==> run_1/port_trees.png <==
Scale bar: 50 µm.
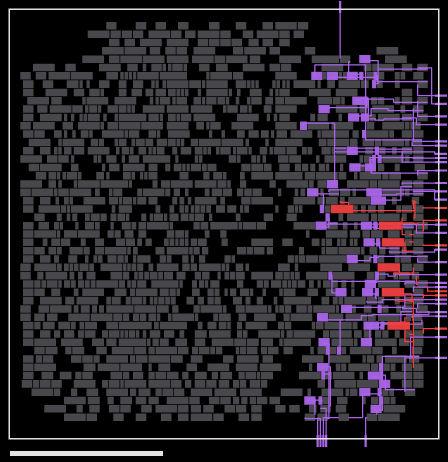
==> run_1/util_map.png <==
Scale bar: 50 µm. The die is cut into 14 by 14 equal tiles; black is low, pale yellow is high, 0 to 100% covered.
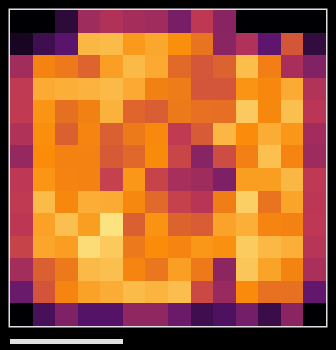
==> run_1/floorplan.png <==
Scale bar: 50 µm. Pins as bars on the die edge.
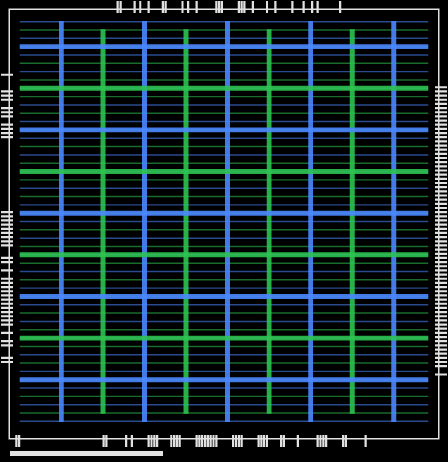
==> run_1/congestion_map.png <==
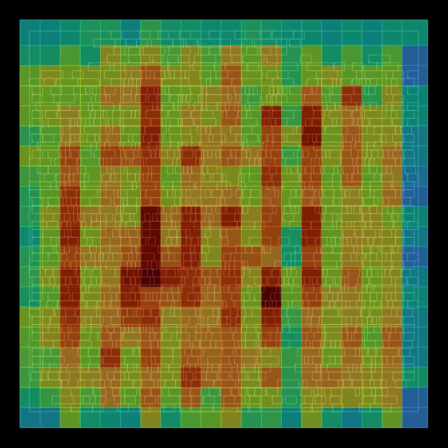
[config.mk]
export PLATFORM = sky130hd
export DESIGN_NAME = instruction_fetch_flat
export DESIGN_NICKNAME = d
export VERILOG_FILES = /design/src/rtl/mips_pkg.sv /design/src/rtl/instruction_fetch_if.sv /design/src/rtl/if_id_skid.sv /design/src/rtl/instruction_fetch.sv /design/src/flat_wrapper.sv
export SDC_FILE = /design/constraint.sdc
export NUM_CORES = 1
export LEC_CHECK = 0
export CORE_MARGIN = 3
export CORE_UTILIZATION = 53
export DETAILED_ROUTE_END_ITERATION = 16
export GPL_TIMING_DRIVEN = 0
export HOLD_SLACK_MARGIN = 0.06
export MAX_ROUTING_LAYER = met4
export PLACE_DENSITY = 0.81
export SETUP_SLACK_MARGIN = 0.5
export SLEW_MARGIN = 10
export SYNTH_ARGS = -nofsm -noshare
export SYNTH_HDL_FRONTEND = slang
export SYNTH_HIERARCHICAL = 1
export SYNTH_SLANG_ARGS = --single-unit
export TNS_END_PERCENT = 20
[constraint.sdc]
create_clock -name clk -period 4.7 [get_ports clk]
set_input_delay 0.705 -clock clk [delete_from_list [all_inputs] [get_ports clk]]
set_output_delay 0.705 -clock clk [all_outputs]
set_load 0.1 [all_outputs]
[src/rtl/mips_pkg.sv]
// Shared definitions for the fetch stage: FSM states, nop encoding and
// instruction field positions.
package mips_pkg;

  localparam int          PC_WIDTH_DEF = 32;
  localparam logic [31:0] NOP_INSTR    = 32'h0;
  localparam int          OPC_MSB      = 31;
  localparam int          OPC_LSB      = 26;
  localparam int          OPC_W        = OPC_MSB - OPC_LSB + 1;

  typedef enum logic [1:0] {
    FETCH = 2'd0,
    DRAIN = 2'd1,
    FULL  = 2'd2
  } fetch_state_e;

endpackage

[src/rtl/instruction_fetch_if.sv]
// Instruction-memory handshake: one request held until a single-cycle ack.
interface instruction_fetch_if #(
  parameter int PC_WIDTH = mips_pkg::PC_WIDTH_DEF
);
  logic                imem_req;
  logic [PC_WIDTH-1:0] imem_addr;
  logic                imem_ack;
  logic [31:0]         imem_rdata;

  modport master (output imem_req, imem_addr, input imem_ack, imem_rdata);
  modport slave  (input imem_req, imem_addr, output imem_ack, imem_rdata);
endinterface

[src/rtl/if_id_skid.sv]
// IF/ID pipeline register with a one-entry skid buffer in front of it.
// Flush wins over every other control; load and pop are mutually exclusive.
module if_id_skid
  import mips_pkg::*;
#(
  parameter int PC_WIDTH = PC_WIDTH_DEF
) (
  input  logic                clk,
  input  logic                rst_n,
  input  logic                load_i,
  input  logic                skid_wr_i,
  input  logic                skid_pop_i,
  input  logic                clear_i,
  input  logic                flush_i,
  input  logic [31:0]         instr_i,
  input  logic [PC_WIDTH-1:0] pc4_i,
  output logic                valid_o,
  output logic [31:0]         instr_o,
  output logic [PC_WIDTH-1:0] pc4_o
);

  logic                valid_q, valid_d;
  logic [31:0]         instr_q, instr_d;
  logic [PC_WIDTH-1:0] pc4_q, pc4_d;
  logic                sk_valid_q, sk_valid_d;
  logic [31:0]         sk_instr_q, sk_instr_d;
  logic [PC_WIDTH-1:0] sk_pc4_q, sk_pc4_d;

  always_comb begin
    valid_d    = valid_q;
    instr_d    = instr_q;
    pc4_d      = pc4_q;
    sk_valid_d = sk_valid_q;
    sk_instr_d = sk_instr_q;
    sk_pc4_d   = sk_pc4_q;
    if (flush_i) begin
      valid_d    = 1'b0;
      instr_d    = NOP_INSTR;
      sk_valid_d = 1'b0;
      sk_instr_d = NOP_INSTR;
    end else begin
      if (load_i) begin
        valid_d = 1'b1;
        instr_d = instr_i;
        pc4_d   = pc4_i;
      end else if (skid_pop_i) begin
        valid_d    = sk_valid_q;
        instr_d    = sk_instr_q;
        pc4_d      = sk_pc4_q;
        sk_valid_d = 1'b0;
      end else if (clear_i) begin
        valid_d = 1'b0;
        instr_d = NOP_INSTR;
      end
      if (skid_wr_i) begin
        sk_valid_d = 1'b1;
        sk_instr_d = instr_i;
        sk_pc4_d   = pc4_i;
      end
    end
  end

  always_ff @(posedge clk) begin
    if (!rst_n) begin
      valid_q    <= 1'b0;
      instr_q    <= NOP_INSTR;
      pc4_q      <= '0;
      sk_valid_q <= 1'b0;
      sk_instr_q <= NOP_INSTR;
      sk_pc4_q   <= '0;
    end else begin
      valid_q    <= valid_d;
      instr_q    <= instr_d;
      pc4_q      <= pc4_d;
      sk_valid_q <= sk_valid_d;
      sk_instr_q <= sk_instr_d;
      sk_pc4_q   <= sk_pc4_d;
    end
  end

  assign valid_o = valid_q;
  assign instr_o = instr_q;
  assign pc4_o   = pc4_q;

endmodule

[src/rtl/instruction_fetch.sv]
// Fetch stage: owns the PC and fetch FSM, drives the instruction-memory
// handshake and steers responses into the IF/ID register or skid buffer.
module instruction_fetch
  import mips_pkg::*;
#(
  parameter int                  PC_WIDTH = PC_WIDTH_DEF,
  parameter logic [PC_WIDTH-1:0] RESET_PC = '0
) (
  input  logic                      clk,
  input  logic                      rst_n,
  instruction_fetch_if.master       imem,
  input  logic                      stall,
  input  logic                      branch_taken,
  input  logic [PC_WIDTH-1:0]       branch_target,
  output logic                      if_id_valid,
  output logic [31:0]               if_id_instr,
  output logic [PC_WIDTH-1:0]       if_id_pc4,
  output logic [OPC_W-1:0]          if_id_opcode
);

  fetch_state_e        state_q, state_d;
  logic                active_q;
  logic [PC_WIDTH-1:0] pc_q, pc_d;
  logic [PC_WIDTH-1:0] drain_addr_q, drain_addr_d;
  logic [PC_WIDTH-1:0] pc_plus4, target_al, addr;
  logic                req, ack;
  logic                load, skid_wr, skid_pop, clear, flush;
  logic                unused_tgt_bits;

  // active_q keeps the request low for the first cycle out of reset.
  assign req       = active_q && (state_q != FULL);
  assign ack       = req && imem.imem_ack;
  assign addr      = (state_q == DRAIN) ? drain_addr_q : pc_q;
  assign pc_plus4  = pc_q + PC_WIDTH'(4);
  assign target_al = {branch_target[PC_WIDTH-1:2], 2'b00};

  assign unused_tgt_bits = ^branch_target[1:0];
  assign imem.imem_req   = req;
  assign imem.imem_addr  = addr;

  always_comb begin
    state_d      = state_q;
    pc_d         = pc_q;
    drain_addr_d = drain_addr_q;
    load         = 1'b0;
    skid_wr      = 1'b0;
    skid_pop     = 1'b0;
    clear        = 1'b0;
    flush        = 1'b0;
    if (branch_taken) begin
      // Redirect overrides stall and ack; a still-open request must be drained.
      flush = 1'b1;
      pc_d  = target_al;
      if (req && !imem.imem_ack) begin
        state_d      = DRAIN;
        drain_addr_d = addr;
      end else begin
        state_d = FETCH;
      end
    end else begin
      unique case (state_q)
        FETCH: begin
          if (ack) begin
            pc_d = pc_plus4;
            if (stall) begin
              skid_wr = 1'b1;
              state_d = FULL;
            end else begin
              load = 1'b1;
            end
          end else if (!stall) begin
            clear = 1'b1;
          end
        end
        DRAIN: if (ack) state_d = FETCH;
        FULL: begin
          if (!stall) begin
            skid_pop = 1'b1;
            state_d  = FETCH;
          end
        end
        default: state_d = FETCH;
      endcase
    end
  end

  always_ff @(posedge clk) begin
    if (!rst_n) begin
      state_q      <= FETCH;
      active_q     <= 1'b0;
      pc_q         <= RESET_PC;
      drain_addr_q <= '0;
    end else begin
      state_q      <= state_d;
      active_q     <= 1'b1;
      pc_q         <= pc_d;
      drain_addr_q <= drain_addr_d;
    end
  end

  if_id_skid #(.PC_WIDTH(PC_WIDTH)) u_if_id (
    .clk        (clk),
    .rst_n      (rst_n),
    .load_i     (load),
    .skid_wr_i  (skid_wr),
    .skid_pop_i (skid_pop),
    .clear_i    (clear),
    .flush_i    (flush),
    .instr_i    (imem.imem_rdata),
    .pc4_i      (pc_plus4),
    .valid_o    (if_id_valid),
    .instr_o    (if_id_instr),
    .pc4_o      (if_id_pc4)
  );

  assign if_id_opcode = if_id_instr[OPC_MSB:OPC_LSB];

endmodule

[src/flat_wrapper.sv]
// flat-port wrapper written by rule: the top's interface ports become plain ports
module instruction_fetch_flat import mips_pkg::*;
#(
  parameter int                  PC_WIDTH = PC_WIDTH_DEF,
  parameter logic [PC_WIDTH-1:0] RESET_PC = '0
)
  (clk, rst_n, stall, branch_taken, branch_target, if_id_valid, if_id_instr, if_id_pc4, if_id_opcode, imem_imem_req, imem_imem_addr, imem_imem_ack, imem_imem_rdata);
  instruction_fetch_if #(.PC_WIDTH(PC_WIDTH)) imem_i ();
  input  logic clk;
  input  logic rst_n;
  input  logic stall;
  input  logic branch_taken;
  input  logic [PC_WIDTH-1:0] branch_target;
  output logic if_id_valid;
  output logic [31:0] if_id_instr;
  output logic [PC_WIDTH-1:0] if_id_pc4;
  output logic [OPC_W-1:0] if_id_opcode;
  output wire logic [$bits(imem_i.imem_req)-1:0] imem_imem_req;
  output wire logic [$bits(imem_i.imem_addr)-1:0] imem_imem_addr;
  input wire logic [$bits(imem_i.imem_ack)-1:0] imem_imem_ack;
  input wire logic [$bits(imem_i.imem_rdata)-1:0] imem_imem_rdata;
  assign imem_imem_req = imem_i.imem_req;
  assign imem_imem_addr = imem_i.imem_addr;
  assign imem_i.imem_ack = imem_imem_ack;
  assign imem_i.imem_rdata = imem_imem_rdata;
  instruction_fetch #(.PC_WIDTH(PC_WIDTH), .RESET_PC(RESET_PC)) u_core (.clk(clk), .rst_n(rst_n), .imem(imem_i), .stall(stall), .branch_taken(branch_taken), .branch_target(branch_target), .if_id_valid(if_id_valid), .if_id_instr(if_id_instr), .if_id_pc4(if_id_pc4), .if_id_opcode(if_id_opcode));
endmodule
==> impl_metrics.py, run 1 <==
# Metrics from the implementation run
metrics = {
    "final_timing": {
        "clock_skew_ns": 0.007917,
        "fmax_ghz": 0.2515,
    },
    "yosys": {
        "synth.distinct_cells": 56,
        "aoi_share_pct": 14.54,
        "synth.area.mux_share_pct": 13.47,
        "synth_flops": 195,
    },
    "finish": {
        "fin_area_um2": 12080,
        "seq_share_pct": 32.31,
        "seq_area_um2": 3904,
        "flops": 195,
        "layout-drive-gt1-share_pct": 9.762,
        "final_layout_top_logic_cell": "dfxtp_1",
        "final_nets": 1317,
        "clock_area_share_pct": 4.888,
    },
    "critical_path": {
        "critical-path-max-stage-delay_ns": 1.15,
        "crit_arrival_ns": 3.27,
        "r2r_cells": 10,
        "crit_family": "buffers and inverters",
        "cp_cell_sequence": "nor2b_1 -> clkbuf_1 -> buf_1 -> mux2_2 -> clkdlybuf4s50_1",
        "cp.required_ns": 3.99,
    },
    "floorplan": {
        "rows": 48,
        "n_tap_cell": 225,
    },
    "placed_design": {
        "placed_cell_area_um2": 11480,
        "dp_cells": 1453,
        "gp_congestion": 0.9638,
    },
    "drt": {
        "top_layer_used": "met4",
        "wl_met3_um": 1593,
    },
    "global_route": {
        "grt_pass1_vias": 8219,
        "grt_pass1_wl_um": 41140,
        "grt-ovfl-total": 0,
    },
    "pwr": {
        "power.internal_mw": 2.714,
        "p_sw_mw": 1.225,
        "top_power_group": "registers",
        "p_sw_share_pct": 31.10,
        "powerSeq_mw": 1.74,
        "combPwrFrac_pct": 18.6,
    },
    "min_path": {
        "worst_hold_startpoint": "u_core/u_if_id/sk_pc4_q[20]",
        "whs_path_depth": 2,
    },
    "run_status": {
        "status": "complete, no violations",
    },
}
Notes on port_trees.png above:
legend:
  red:
    port: `if_id_opcode`
    bits: 6
    direction: output
    end_cells: 6
    buffers: 12
    wire: 156 µm
  purple:
    port: `imem_imem_rdata`
    bits: 32
    direction: input
    end_cells: 64
    buffers: 32
    wire: 1230 µm
Ports: 173
I/O Buffers: 170

Notes on util_map.png above:
fullest tile: 94%
mean over tiles: 60%
tiles over 75% full: 31%
nearly empty tiles: 4.1%
emptiest ninth of the die: upper right
core area: 17420 µm²
fp_density: 54.49%
post-layout util: 69.37%

Notes on floorplan.png above:
legend:
  green:
    net: VDD
  blue:
    net: VSS
signal pins: 173
rows: 48
met5 straps: 9
met1 rails: 49
die width: 139.8 µm
Chip Height: 139.8 µm

Notes on congestion_map.png above:
GR peak layer: met2
met1 Use GR: 31.58%
wire length per cell: 17.22 µm
Total GRT Usage: 26.41%

-- run 1: how the worst max path moves through the flow --
| stage | from | to | slack [ns] | cells past startpoint |
|---|---|---|---|---|
| floorplan | u_core/state_q[0] | imem_imem_addr[0] | 2.15 | 4 |
| global placement | branch_taken | u_core/u_if_id/sk_instr_q[24] | 1.10 | 9 |
| detailed placement | branch_taken | u_core/u_if_id/sk_pc4_q[29] | 1.03 | 11 |
| CTS | u_core/state_q[0] | imem_imem_addr[30] | 0.72 | 5 |
| global route | u_core/state_q[0] | imem_imem_addr[3] | 0.51 | 5 |
| finish | u_core/state_q[0] | imem_imem_addr[30] | 0.72 | 5 |
-- run 1: synthesized netlist by cell type, drive strengths merged (2+ instances only) --
cell type	n	area (µm²)
a211oi	6	45.04
a21boi	32	240.2
a21oi	13	65.06
a311oi	3	26.28
a31oi	35	219.0
and2	5	31.28
and3	7	43.79
and4	8	70.07
buf	56	399.1
clkbuf	49	183.9
dfxtp	195	3904
inv	4	15.01
mux2	30	337.8
mux2i	94	940.9
nand2	151	566.8
nand2b	10	65.06
nand3	24	120.1
nand3b	31	232.7
nand4	16	106.4
nor2	50	187.7
nor2b	38	237.7
nor3	17	85.08
nor3b	2	15.01
nor4	13	93.84
nor4b	2	17.52
o2111a	2	22.52
o211a	35	350.3
o21ai	58	290.3
o311a	2	20.02
o31a	2	17.52
o31ai	3	22.52
or2	2	12.51
or3	6	37.54
or4	5	37.54
xnor2	25	219.0
xor2	11	96.34
-- run 1: metal layers --
layer | vias up | track usage [%]
met4 | 0 | 9.179
li1 | 4112 | -
met1 | 3860 | 31.58
met3 | 58 | 3.780
met2 | 329 | 45.56
met5 | - | -
==> run_1/class_map.png <==
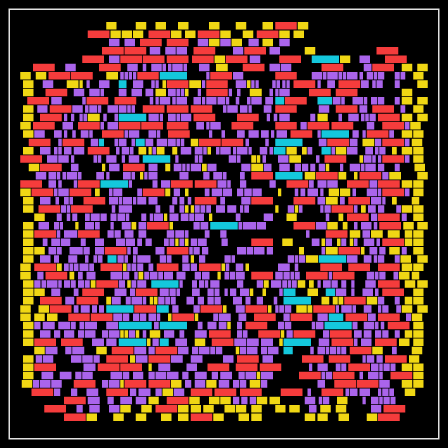

==> run 2: changes to the inputs <==
--- a/config.mk
+++ b/config.mk
@@ -6,12 +6,12 @@
 export NUM_CORES = 1
 export LEC_CHECK = 0
 export CORE_MARGIN = 3
-export CORE_UTILIZATION = 53
+export CORE_UTILIZATION = 48
 export DETAILED_ROUTE_END_ITERATION = 16
 export GPL_TIMING_DRIVEN = 0
 export HOLD_SLACK_MARGIN = 0.06
 export MAX_ROUTING_LAYER = met4
-export PLACE_DENSITY = 0.81
+export PLACE_DENSITY = 0.77
 export SETUP_SLACK_MARGIN = 0.5
 export SLEW_MARGIN = 10
 export SYNTH_ARGS = -nofsm -noshare
==> constraint.sdc (replaced) <==
create_clock -name clk -period 3.2 [get_ports clk]
set_input_delay 0.48 -clock clk [delete_from_list [all_inputs] [get_ports clk]]
set_output_delay 0.48 -clock clk [all_outputs]
set_load 0.1 [all_outputs]
==> run_2/class_map.png <==
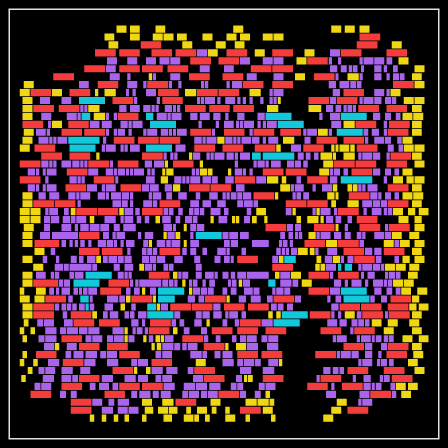
legend:
  yellow:
    class: remaining buffers and delay cells
    cells: 275
  purple:
    class: remaining logic cells
    cells: 758
  red:
    class: registers
    cells: 195
  cyan:
    class: clock drivers and dummy loads
    cells: 31
Rows: 50
post-layout util: 63.38%
final non-filler cell area: 12090 µm²
core area: 19080 µm²
Seq area share: 32.34%

==> run_2/floorplan.png <==
Scale bar: 50 µm. Pins as bars on the die edge.
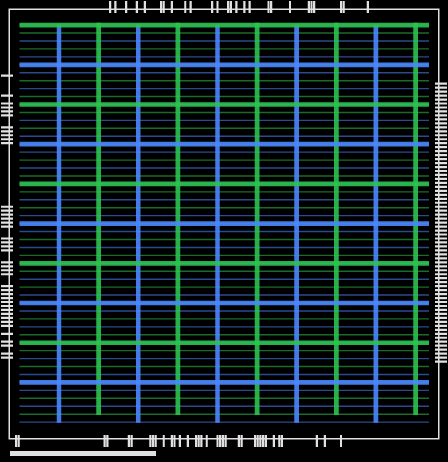
legend:
  green:
    net: VDD
  blue:
    net: VSS
met5 straps: 10
rows: 50
signal pins: 173
met1 rails: 51
Chip Height: 146.6 µm
Worst VDD drop: 0.4619 mV
die width: 146.6 µm

==> run_2/congestion_map.png <==
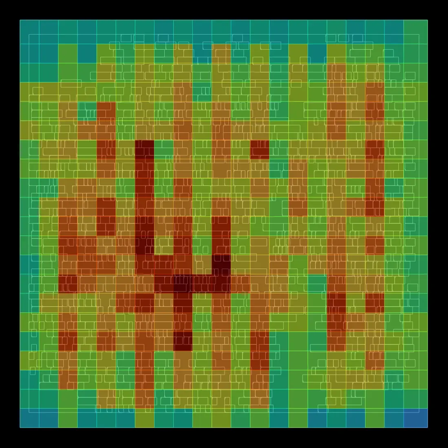
wire length per cell: 17.17 µm
met1 Use GR: 30.05%

==> impl_metrics.py, run 2 <==
# Metrics from the implementation run
metrics = {
    "pwr": {
        "power.internal_mw": 4.065,
        "p_sw_mw": 1.758,
        "p_sw_share_pct": 30.19,
        "top_power_group": "registers",
        "powerSeq_mw": 2.55,
        "combPwrFrac_pct": 18.2,
    },
    "yosys": {
        "synth.area.mux_share_pct": 13.47,
        "largest_area_cell": "dfxtp_1",
        "most_common_cell": "dfxtp_1",
        "top_cells_by_count": "dfxtp_1, nand2_1, mux2i_1",
        "top_cell_area_share_pct": 41.13,
        "top_cells_by_area": "dfxtp_1, mux2i_1, nand2_1",
        "synth.distinct_cells": 56,
        "aoi_share_pct": 14.54,
        "synth_flops": 195,
        "synthFlopType": "dfxtp_1",
        "ys_cells": 1055,
        "netlist_logic_family_top": "simple AND/OR/NAND/NOR gates",
    },
    "placed_design": {
        "port-buffer-count": 170,
        "dp_cells": 1488,
        "dp_slack_ns": -0.1219,
        "gp_congestion": 0.9328,
    },
    "run": {
        "max_cap_viol_count": 0,
    },
    "critical_path": {
        "crit_arrival_ns": 2.28,
        "critical-path-max-stage-delay_ns": 0.85,
        "r2r_cells": 10,
        "crit_cells": 4,
        "crit_family": "buffers and inverters",
        "cp.required_ns": 2.72,
        "cp_cell_sequence": "nor2b_1 -> clkbuf_2 -> mux2_2 -> dlygate4sd2_1",
    },
    "finish": {
        "final_layout_top_logic_cell": "dfxtp_1",
        "layout-drive-gt1-share_pct": 13.03,
        "final_nets": 1317,
    },
    "run_status": {
        "status": "complete, no violations",
    },
    "global_route": {
        "grt_pass1_wl_um": 41980,
        "grt_pass1_vias": 8305,
        "grt_usage_pct": 24.43,
    },
    "floorplan": {
        "floorplan.core_util_pct": 49.74,
    },
    "clock_network": {
        "cts_tree": "yes",
    },
    "min_path": {
        "whs_path_depth": 2,
    },
    "final_timing": {
        "fmax_ghz": 0.3628,
    },
}
==> run 2: netlist changes by cell type in the layout (fill, tap and decap cells not counted), sizes merged <==
cell           previous run  this run
buf                      56        80
bufinv                    1         3
clkbuf                   68        70
clkdlybuf4s15             0         3
clkdlybuf4s50           170       137
clkinvlp                  1         3
diode                     0         1
dlygate4sd2               0         3
dlymetal6s2s              0         1
inv                      12         7
==> run 2: timing repair <==
| item | CTS | global route |
|---|---|---|
| pin swaps | 0 | 0 |
| gates resized | 149 | 22 |
| setup endpoints to repair | 115 | 159 |
==> run 2: metal layers <==
layer / vias up / wire, µm / track usage, %
li1: 4095 / - / -
met1: 3926 / 10960 / 30.05
met2: 319 / 12740 / 40.95
met3: 46 / 1764 / 4.593
met4: 0 / 631 / 7.103
met5: - / 0 / -
==> run 2: worst max-delay path by stage <==
| stage | start | to | slack, ns |
|---|---|---|---|
| floorplan | u_core/pc_q[2] | u_core/u_if_id/pc4_o[28] | 0.76 |
| global placement | u_core/state_q[0] | imem_imem_addr[6] | -0.10 |
| detailed placement | branch_taken | u_core/u_if_id/sk_instr_q[30] | -0.12 |
| CTS | u_core/pc_q[3] | u_core/u_if_id/pc4_o[28] | 0.34 |
| global route | u_core/state_q[1] | imem_imem_addr[18] | 0.35 |
| finish | u_core/state_q[1] | imem_imem_addr[18] | 0.44 |
==> run 2: cell type report <==
cell class              instances  area [µm²]  share of cell area (%)
multi-input cells             754        5057                   41.82
flip-flops and latches        195        3911                   32.34
repair buffers                170        1574                   13.01
plain buffers                 105       600.6                   4.966
clock buffers                  19       432.9                   3.580
well taps                     260       325.3                   2.690
clock inverters                12       175.2                   1.448
inverters                       4       15.01                  0.1241
diodes                          1       2.502                 0.02069
No activity file was given, so power comes from the tool's default toggle rates.
